File: src/rtl/c_ram_port_arbiter_if.sv
// Bundles both requester ports and the RAM port of the C RAM arbiter.
// Latency: none, wires only.
// Backpressure: requesters wait for their gnt; the RAM side has no backpressure.
interface c_ram_port_arbiter_if #(
  parameter int ADDR_W = 10,
  parameter int DATA_W = 32
);
  // operand read requester
  logic              rd_req;
  logic              rd_last;
  logic [ADDR_W-1:0] rd_addr;
  logic              rd_gnt;
  logic [DATA_W-1:0] rd_rdata;
  logic              rd_rvalid;
  // result store requester
  logic              wr_req;
  logic              wr_last;
  logic [ADDR_W-1:0] wr_addr;
  logic [DATA_W-1:0] wr_wdata;
  logic              wr_gnt;
  // single-port RAM
  logic              ram_en;
  logic              ram_we;
  logic [ADDR_W-1:0] ram_addr;
  logic [DATA_W-1:0] ram_wdata;
  logic [DATA_W-1:0] ram_rdata;
  // status
  logic              burst_err;

  // arbiter side
  modport slave (
    input  rd_req, rd_last, rd_addr,
    output rd_gnt, rd_rdata, rd_rvalid,
    input  wr_req, wr_last, wr_addr, wr_wdata,
    output wr_gnt,
    output ram_en, ram_we, ram_addr, ram_wdata,
    input  ram_rdata,
    output burst_err
  );

  // requester / RAM model side
  modport master (
    output rd_req, rd_last, rd_addr,
    input  rd_gnt, rd_rdata, rd_rvalid,
    output wr_req, wr_last, wr_addr, wr_wdata,
    input  wr_gnt,
    input  ram_en, ram_we, ram_addr, ram_wdata,
    output ram_rdata,
    input  burst_err
  );
endinterface

File: src/rtl/c_ram_port_arbiter.sv
// Round-robin, burst-granular arbiter sharing the single-port C RAM between the operand reader and result writer.
// Latency: req->gnt 1 cycle; RAM signals combinational from the owner's beat; rd_rvalid 1 cycle after a read beat.
// Backpressure: non-owner waits on gnt; owner may stall by dropping req (grant held); bursts cut at MAX_BURST beats.
module c_ram_port_arbiter #(
  parameter int ADDR_W    = 10,
  parameter int DATA_W    = 32,
  parameter int MAX_BURST = 33
) (
  input  logic                 clk,
  input  logic                 rst,
  c_ram_port_arbiter_if.slave  bus
);

  localparam int CNT_W = $clog2(MAX_BURST + 1);

  typedef enum logic [1:0] {
    IDLE     = 2'd0,
    RD_BURST = 2'd1,
    WR_BURST = 2'd2
  } state_t;

  state_t             state;
  state_t             state_nxt;
  logic [CNT_W-1:0]   beat_cnt;
  logic [CNT_W-1:0]   beat_cnt_nxt;
  logic               prio_wr;        // 1: writer wins a tie in IDLE
  logic               prio_wr_nxt;
  logic               burst_err_q;
  logic               burst_err_nxt;
  logic               rvalid_q;

  logic               beat_acc;       // owner presents a beat this cycle
  logic               own_last;
  logic               at_max;         // current beat would be beat MAX_BURST
  logic [ADDR_W-1:0]  addr_mux;
  logic [DATA_W-1:0]  wdata_mux;

  // State, beat count, round-robin pointer and truncation flag registers
  always_ff @(posedge clk or posedge rst) begin
    if (rst) begin
      state       <= IDLE;
      beat_cnt    <= '0;
      prio_wr     <= 1'b1;
      burst_err_q <= 1'b0;
    end else begin
      state       <= state_nxt;
      beat_cnt    <= beat_cnt_nxt;
      prio_wr     <= prio_wr_nxt;
      burst_err_q <= burst_err_nxt;
    end
  end

  // Next-state: grant selection in IDLE, beat counting and burst termination
  always_comb begin
    state_nxt     = state;
    beat_cnt_nxt  = beat_cnt;
    prio_wr_nxt   = prio_wr;
    burst_err_nxt = 1'b0;
    beat_acc      = 1'b0;
    own_last      = 1'b0;
    at_max        = (beat_cnt == CNT_W'(MAX_BURST - 1));

    case (state)
      IDLE: begin
        beat_cnt_nxt = '0;
        if (bus.rd_req && (!bus.wr_req || !prio_wr)) begin
          state_nxt   = RD_BURST;
          prio_wr_nxt = 1'b1;
        end else if (bus.wr_req) begin
          state_nxt   = WR_BURST;
          prio_wr_nxt = 1'b0;
        end
      end
      RD_BURST: begin
        beat_acc = bus.rd_req;
        own_last = bus.rd_last;
      end
      WR_BURST: begin
        beat_acc = bus.wr_req;
        own_last = bus.wr_last;
      end
      default: begin
        state_nxt = IDLE;
      end
    endcase

    // A beat numbered MAX_BURST ends the burst even without last; that
    // case is flagged so the requester knows its burst was cut short.
    if (beat_acc) begin
      if (own_last || at_max) begin
        state_nxt     = IDLE;
        beat_cnt_nxt  = '0;
        burst_err_nxt = !own_last;
      end else begin
        beat_cnt_nxt  = beat_cnt + CNT_W'(1);
      end
    end
  end

  // Address/data mux onto the RAM from whichever requester owns the port
  always_comb begin
    addr_mux  = '0;
    wdata_mux = '0;
    case (state)
      RD_BURST: addr_mux = bus.rd_addr;
      WR_BURST: begin
        addr_mux  = bus.wr_addr;
        wdata_mux = bus.wr_wdata;
      end
      default: begin
        addr_mux  = '0;
        wdata_mux = '0;
      end
    endcase
  end

  // Read-valid tracks the RAM's one-cycle read latency; reset drops it
  always_ff @(posedge clk or posedge rst) begin
    if (rst) begin
      rvalid_q <= 1'b0;
    end else begin
      rvalid_q <= beat_acc && (state == RD_BURST);
    end
  end

  assign bus.rd_gnt    = (state == RD_BURST);
  assign bus.wr_gnt    = (state == WR_BURST);
  assign bus.ram_en    = beat_acc;
  assign bus.ram_we    = (state == WR_BURST);
  assign bus.ram_addr  = addr_mux;
  assign bus.ram_wdata = wdata_mux;
  assign bus.rd_rdata  = bus.ram_rdata;
  assign bus.rd_rvalid = rvalid_q;
  assign bus.burst_err = burst_err_q;

endmodule

File: src/flat_wrapper.sv
// flat-port wrapper written by rule: the top's interface ports become plain ports
module c_ram_port_arbiter_flat 
#(
  parameter int ADDR_W    = 10,
  parameter int DATA_W    = 32,
  parameter int MAX_BURST = 33
)
  (clk, rst, bus_rd_req, bus_rd_last, bus_rd_addr, bus_rd_gnt, bus_rd_rdata, bus_rd_rvalid, bus_wr_req, bus_wr_last, bus_wr_addr, bus_wr_wdata, bus_wr_gnt, bus_ram_en, bus_ram_we, bus_ram_addr, bus_ram_wdata, bus_ram_rdata, bus_burst_err);
  c_ram_port_arbiter_if #(.ADDR_W(ADDR_W), .DATA_W(DATA_W)) bus_i ();
  input  logic clk;
  input  logic rst;
  input wire logic [$bits(bus_i.rd_req)-1:0] bus_rd_req;
  input wire logic [$bits(bus_i.rd_last)-1:0] bus_rd_last;
  input wire logic [$bits(bus_i.rd_addr)-1:0] bus_rd_addr;
  output wire logic [$bits(bus_i.rd_gnt)-1:0] bus_rd_gnt;
  output wire logic [$bits(bus_i.rd_rdata)-1:0] bus_rd_rdata;
  output wire logic [$bits(bus_i.rd_rvalid)-1:0] bus_rd_rvalid;
  input wire logic [$bits(bus_i.wr_req)-1:0] bus_wr_req;
  input wire logic [$bits(bus_i.wr_last)-1:0] bus_wr_last;
  input wire logic [$bits(bus_i.wr_addr)-1:0] bus_wr_addr;
  input wire logic [$bits(bus_i.wr_wdata)-1:0] bus_wr_wdata;
  output wire logic [$bits(bus_i.wr_gnt)-1:0] bus_wr_gnt;
  output wire logic [$bits(bus_i.ram_en)-1:0] bus_ram_en;
  output wire logic [$bits(bus_i.ram_we)-1:0] bus_ram_we;
  output wire logic [$bits(bus_i.ram_addr)-1:0] bus_ram_addr;
  output wire logic [$bits(bus_i.ram_wdata)-1:0] bus_ram_wdata;
  input wire logic [$bits(bus_i.ram_rdata)-1:0] bus_ram_rdata;
  output wire logic [$bits(bus_i.burst_err)-1:0] bus_burst_err;
  assign bus_i.rd_req = bus_rd_req;
  assign bus_i.rd_last = bus_rd_last;
  assign bus_i.rd_addr = bus_rd_addr;
  assign bus_rd_gnt = bus_i.rd_gnt;
  assign bus_rd_rdata = bus_i.rd_rdata;
  assign bus_rd_rvalid = bus_i.rd_rvalid;
  assign bus_i.wr_req = bus_wr_req;
  assign bus_i.wr_last = bus_wr_last;
  assign bus_i.wr_addr = bus_wr_addr;
  assign bus_i.wr_wdata = bus_wr_wdata;
  assign bus_wr_gnt = bus_i.wr_gnt;
  assign bus_ram_en = bus_i.ram_en;
  assign bus_ram_we = bus_i.ram_we;
  assign bus_ram_addr = bus_i.ram_addr;
  assign bus_ram_wdata = bus_i.ram_wdata;
  assign bus_i.ram_rdata = bus_ram_rdata;
  assign bus_burst_err = bus_i.burst_err;
  c_ram_port_arbiter #(.ADDR_W(ADDR_W), .DATA_W(DATA_W), .MAX_BURST(MAX_BURST)) u_core (.clk(clk), .rst(rst), .bus(bus_i));
endmodule
File: config.mk
export PLATFORM = sky130hd
export DESIGN_NAME = c_ram_port_arbiter_flat
export DESIGN_NICKNAME = d
export VERILOG_FILES = /design/src/rtl/c_ram_port_arbiter_if.sv /design/src/rtl/c_ram_port_arbiter.sv /design/src/flat_wrapper.sv
export SDC_FILE = /design/constraint.sdc
export NUM_CORES = 1
export LEC_CHECK = 0
export CELL_PAD_IN_SITES_DETAIL_PLACEMENT = 2
export CELL_PAD_IN_SITES_GLOBAL_PLACEMENT = 2
export CORE_MARGIN = 3
export CORE_UTILIZATION = 11
export CTS_CLUSTER_SIZE = 40
export DETAILED_ROUTE_END_ITERATION = 8
export MAX_ROUTING_LAYER = met4
export PLACE_DENSITY_LB_ADDON = 0.1
export SLEW_MARGIN = 25
export SYNTH_ARGS = -nofsm -noshare
export SYNTH_HDL_FRONTEND = slang
export SYNTH_SLANG_ARGS = --single-unit
File: constraint.sdc
create_clock -name clk -period 2.2 [get_ports clk]
set_input_delay 0.44 -clock clk [delete_from_list [all_inputs] [get_ports clk]]
set_output_delay 0.44 -clock clk [all_outputs]
set_load 0.05 [all_outputs]
Power grid:
Bar = 20 um. Pins as bars on the die edge.
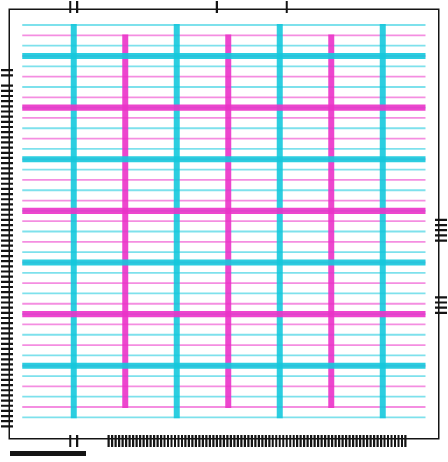
VDD: shown in magenta. VSS: shown in cyan.
170 signal pins sit on the boundary. 7 straps on met4. 7 straps on met5. 39 met1 rails follow the rows.

Cell classes on the final placement:
Bar = 20 um.
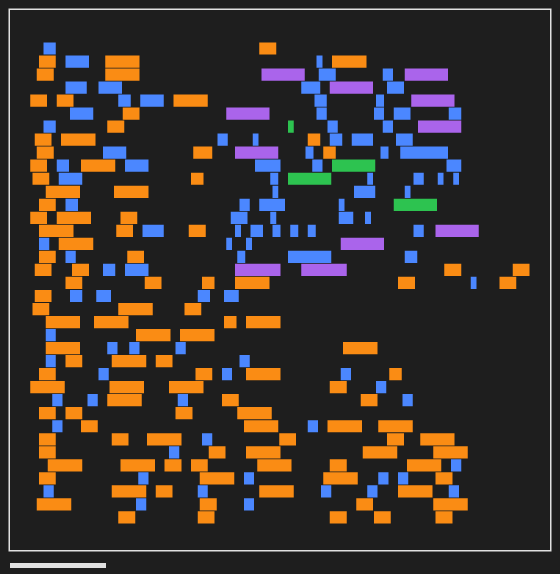
clock drivers and dummy loads: shown in green, cells 4, share of their area 2.9%. combinational and other logic: shown in blue, cells 103, share of their area 29%. flops: shown in purple, cells 11, share of their area 10%. other buffers and delay cells: shown in orange, cells 112, share of their area 58%.

Clock distribution:
Bar = 20 um.
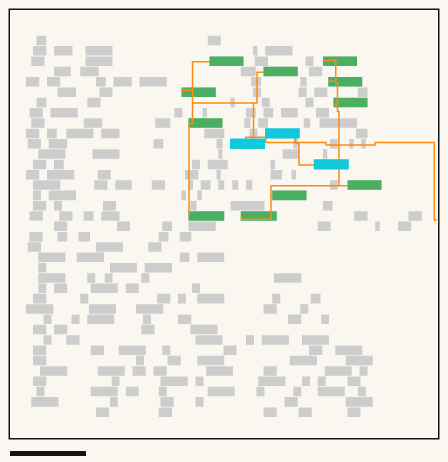
clock drivers: shown in cyan, count 3. flip-flops: shown in green, count 11. clock wires: shown in orange, length 267 um.
There are 4 routed clock nets.

Routed metal, one colour a layer:
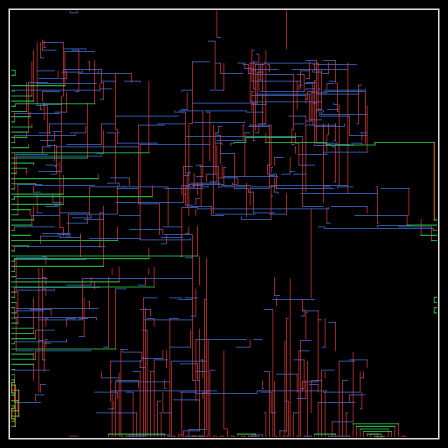
metal 3: shown in green, wire length 714 um. metal 1: shown in blue, wire length 2080 um. metal 4: shown in orange, wire length 43.5 um. metal 2: shown in red, wire length 2740 um.

==> Slide: Implementation Results <==
Flow Results at a Glance

Timing
  • Post-layout min period: 2.08 ns
  • Cycle use final: 94.4%
  • Hold violation count in the final report: 0
  • Slew margin rel.: 64.9%
  • Min Hold Slack: 0.493 ns

Run status
  • Status: finished, final reports clean

Worst setup path
  • Worst Path Buf+Inv: 3
  • Crit path capture type: output port
  • Slowest CP cell: dfrtp_2
  • Crit path from: u_core.state[1]
  • WP data required: 1.76 ns
  • Setup CP Type: flop to output port
  • Reg2Reg Setup Slack: 0.43 ns
  • Worst path cell trace: inv_1 -> ha_2 -> a22o_2 -> nand2_1 -> clkinvlp_4 -> buf_12
  • RR Endpoint: u_core.beat_cnt[4]

Routing
  • Met1 WL: 2080 um
  • Metal2 WL: 2740 um

Clock network
  • CTS tree: yes
  • Post-cts sizing count: 0
  • CTS Root Cell: clkbuf_16
  • CTS Sinks: 11

Die
  • Die X: 113 um
  • Core Region: 11000 um2

Finish
  • Signal buf overhead: 54.2%
  • Post-route design area: 2890 um2
  • Clock-cell share of area: 2.73%
  • Fin cells: 370
  • Reg area: 278 um2

Global routing
  • First-pass GRT wire length: 8740 um
  • Grt ovf: 0
  • Pin count of the biggest net entering global routing: 19
  • Vias in the first global route: 1637

Pwr
  • Leak: 1.14 nW
  • Net Sw Power: 1.66 mW
  • Worst VDD drop: 0.000417 V
  • Clock Power: 0.338 mW
  • Switching share of power: 47.3%
  • P_comb: 2.89 mW

Min path
  • HP Class: flop to flop
  • WHS Path Cells: 2

Placement
  • GP Congestion: 0.666
  • Placed inst area: 2790 um2

Synthesis
  • Post-Syn Nets: 249
  • Max-area cell share: 20.0%
Power and IR drop assume default switching activity.
